**Register map, names as in the netlist**

The bar under the picture is 20 µm long.
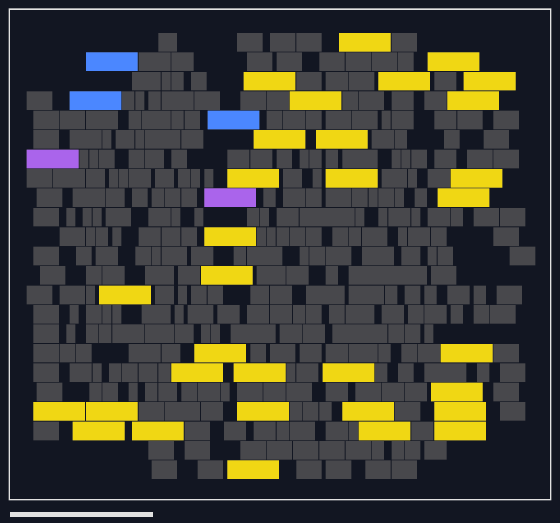
**Routed metal, one color a layer**

Two of the layers only.
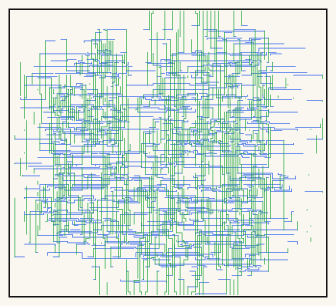
**Wires at chosen ports, followed through buffers**

The bar under the picture is 20 µm long.
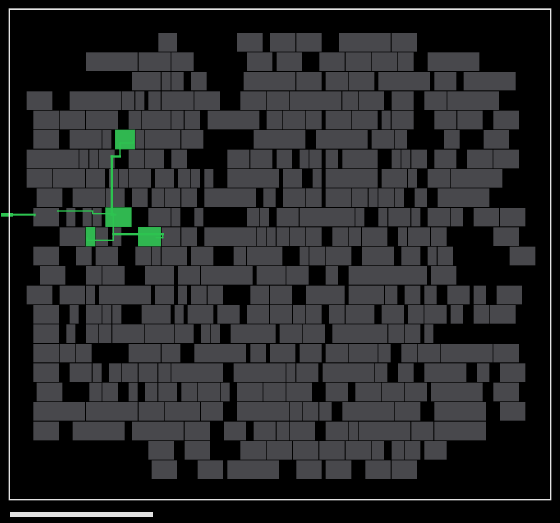
**The clock network**

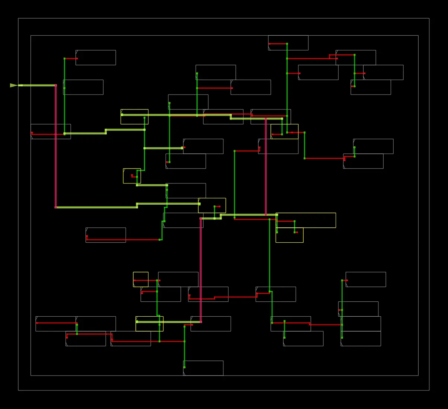
==> config.mk <==
export PLATFORM = sky130hd
export DESIGN_NAME = pc_sequencer
export DESIGN_NICKNAME = d
export VERILOG_FILES = /design/src/rtl/pc_seq_pkg.sv /design/src/rtl/pc_next_sel.sv /design/src/rtl/pc_sequencer.sv
export SDC_FILE = /design/constraint.sdc
export NUM_CORES = 1
export LEC_CHECK = 0
export CAP_MARGIN = 25
export CORE_ASPECT_RATIO = 0.9
export CORE_MARGIN = 2
export CORE_UTILIZATION = 51
export CTS_CLUSTER_DIAMETER = 30
export DETAILED_ROUTE_END_ITERATION = 10
export GPL_ROUTABILITY_DRIVEN = 0
export GPL_TIMING_DRIVEN = 0
export PLACE_DENSITY = 0.95
export SLEW_MARGIN = 20
export SYNTH_ARGS = -nofsm -noshare
export SYNTH_HDL_FRONTEND = slang
export SYNTH_SLANG_ARGS = --single-unit
==> constraint.sdc <==
create_clock -name clk -period 6.5 [get_ports clk]
set_clock_uncertainty 0.05 [all_clocks]
set_input_delay 0.65 -clock clk [delete_from_list [all_inputs] [get_ports clk]]
set_output_delay 0.65 -clock clk [all_outputs]
set_load 0.01 [all_outputs]
==> results.txt <==
fresh numbers from the pnr run: P_leak 1.144 nW, Non-CTS buffers about 80, Combinational Power Share 0.525, DIE AREA 5175 µm², EDFF count, synth 0, Area after DPL between 3000 and 4000 µm², root buf cell clkbuf_8, synth warn 0, number of global-route vias before repair 2276, # DRC 0, Worst path depth 11, post-CTS setup buffers 0, Mapped Area approximately 2400 µm², fraction of layout cells with a size suffix above 1 0.09510, GR peak layer met2, PostCTS Resize Cnt 0, die height 68.45 µm, syn avg cell area 8.749 µm², CP peak stage delay ~0.53 ns, Commonest Layout Cell clkdlybuf4s50_1, Power Total about 1.2 mW, final hold violations 0, combinational power 0.635 mW, cts hold-fix bufs 0, yosys adder share 0.03190, Hold Path Class register to register, crit path time final 3.664 ns, CP Class primary input to register, Crit path max-delay family simple AND/OR/NAND/NOR gates, dpl ws 2.628 ns, leading power group combinational cells, PwrDens 372.9 nW/µm², clk buf depth 2, crit path buf inv count 2, Finished Layout Cells between 400 and 500, NumNets Final 388, Simple Share, Synth 0.3163, CTS H-tree lvls 2, Synth Flop Type dfxtp_1, RSZ-0062 raised after global routing false, Multi-Input Combinational 214, Reg power frac 0.303, Synth flops 37, Yosys chip area roughly 2400 µm², initial antenna violation count 0, status complete, no violations, met2 GRT Util 0.4609, top cells by area dfxtp_1 (31%), a22o_1 (10%), nor2_1 (3.3%), max layer used met4, Clock power frac 0.172, XOR/XNOR Fraction of Synth Area 0.04466, starting DRC count in detailed routing 240, FFs w/ async S/R, synth 0, Synth Seq Share 0.3147, Gate Area 1528 µm², actual slew at the worst max-slew pin between 0.6 and 0.7 ns, Pins Over Slew Limit 0, Final Setup Violations 0, synth cell count leaders dfxtp_1 (37), a22o_1 (27), nor2_1 (21), Max VDD drop approximately 0.00031 V, tool warnings 29, reg2reg setup slack 3.29 ns, Worst-path clk slew roughly 0.080 ns, crit start category primary input, PnR worst setup slack 2.836 ns, final setup TNS 0 ns, fmax 272.9 MHz, Top non-seq family simple AND/OR/NAND/NOR gates, post-route met1 wirelength 2984 µm, CP cell instances clkdlybuf4s50_1 -> nor4_1 -> nand4_1 -> nor2_1 -> a21o_1 -> nor2_1 -> nor2_1 -> nand2_1 -> nor2_1 -> clkbuf_1 -> a22o_1, Worst EP required 6.69 ns, critical path capture point type register, std cell rows 23, max reg flops 32, placed insts 401, Distinct lib cells used between 60 and 70, hold depth 2, CTS tree done, Seq power 0.367 mW, met2 routed WL roughly 3300 µm, Layout area overhead 37.96%, post-route ant nets 0, largest net degree at the start of global routing 14, final period utilization 0.5637, diode count 0, crit-path max FO 10, vias per cell 6.242, slowest CP cell nor2_1, Post-Syn Nets 311, core area 4461 µm², most common logic cells in the final layout clkdlybuf4s50_1 (70), dfxtp_1 (37), a22o_1 (27), CP Data Arrival Time 3.85 ns, Int Pwr ~0.7 mW, Compound-Gate Fraction of Synth Area 0.2339, dominant class by area combinational gates, area leader, netlist dfxtp_1, Min Hold Slack 0.4643 ns, mux share 0.02233, Slew HR 0.5781, tap cells 62, fp util 0.5276, met3 routed WL 538 µm, first-pass GRT wire length around 11000 µm, met1 layer usage reported by global route 0.3700, Filler cells 343, layout inverter count without the clock tree 9
Back to the opening pictures, 'register map, names as in the netlist':
state_q: in purple, sequential cells 2. flush_cnt_q: in blue, sequential cells 3. PCout: in yellow, sequential cells 32, where all over the die.
Final Util: 0.7279
Seq/total area: 0.2281
register area: 740.7 µm²

Back to the opening pictures, 'routed metal, one color a layer':
met2: in green, wire length 3280 µm. met1: in blue, wire length 2980 µm.
DR WL/cell: 17.09 µm
Vias: 2553
drt total wl: 6990 µm
global-route usage over all layers: 0.2834

Back to the opening pictures, 'wires at chosen ports, followed through buffers':
stall_i: in green, bits 1, direction input, edge west, end cells 4, buffers 1, wire 41.2 µm.
io pins: 71
port bufs: 70

Back to the opening pictures, 'the clock network':
CLK BUF: 5
Clock Power: 0.209 mW
worst skew pair latency: 0.30 ns
flop count: 37
clock sinks: 37

Power figures rest on the tool's default switching activity, not on a simulated workload.
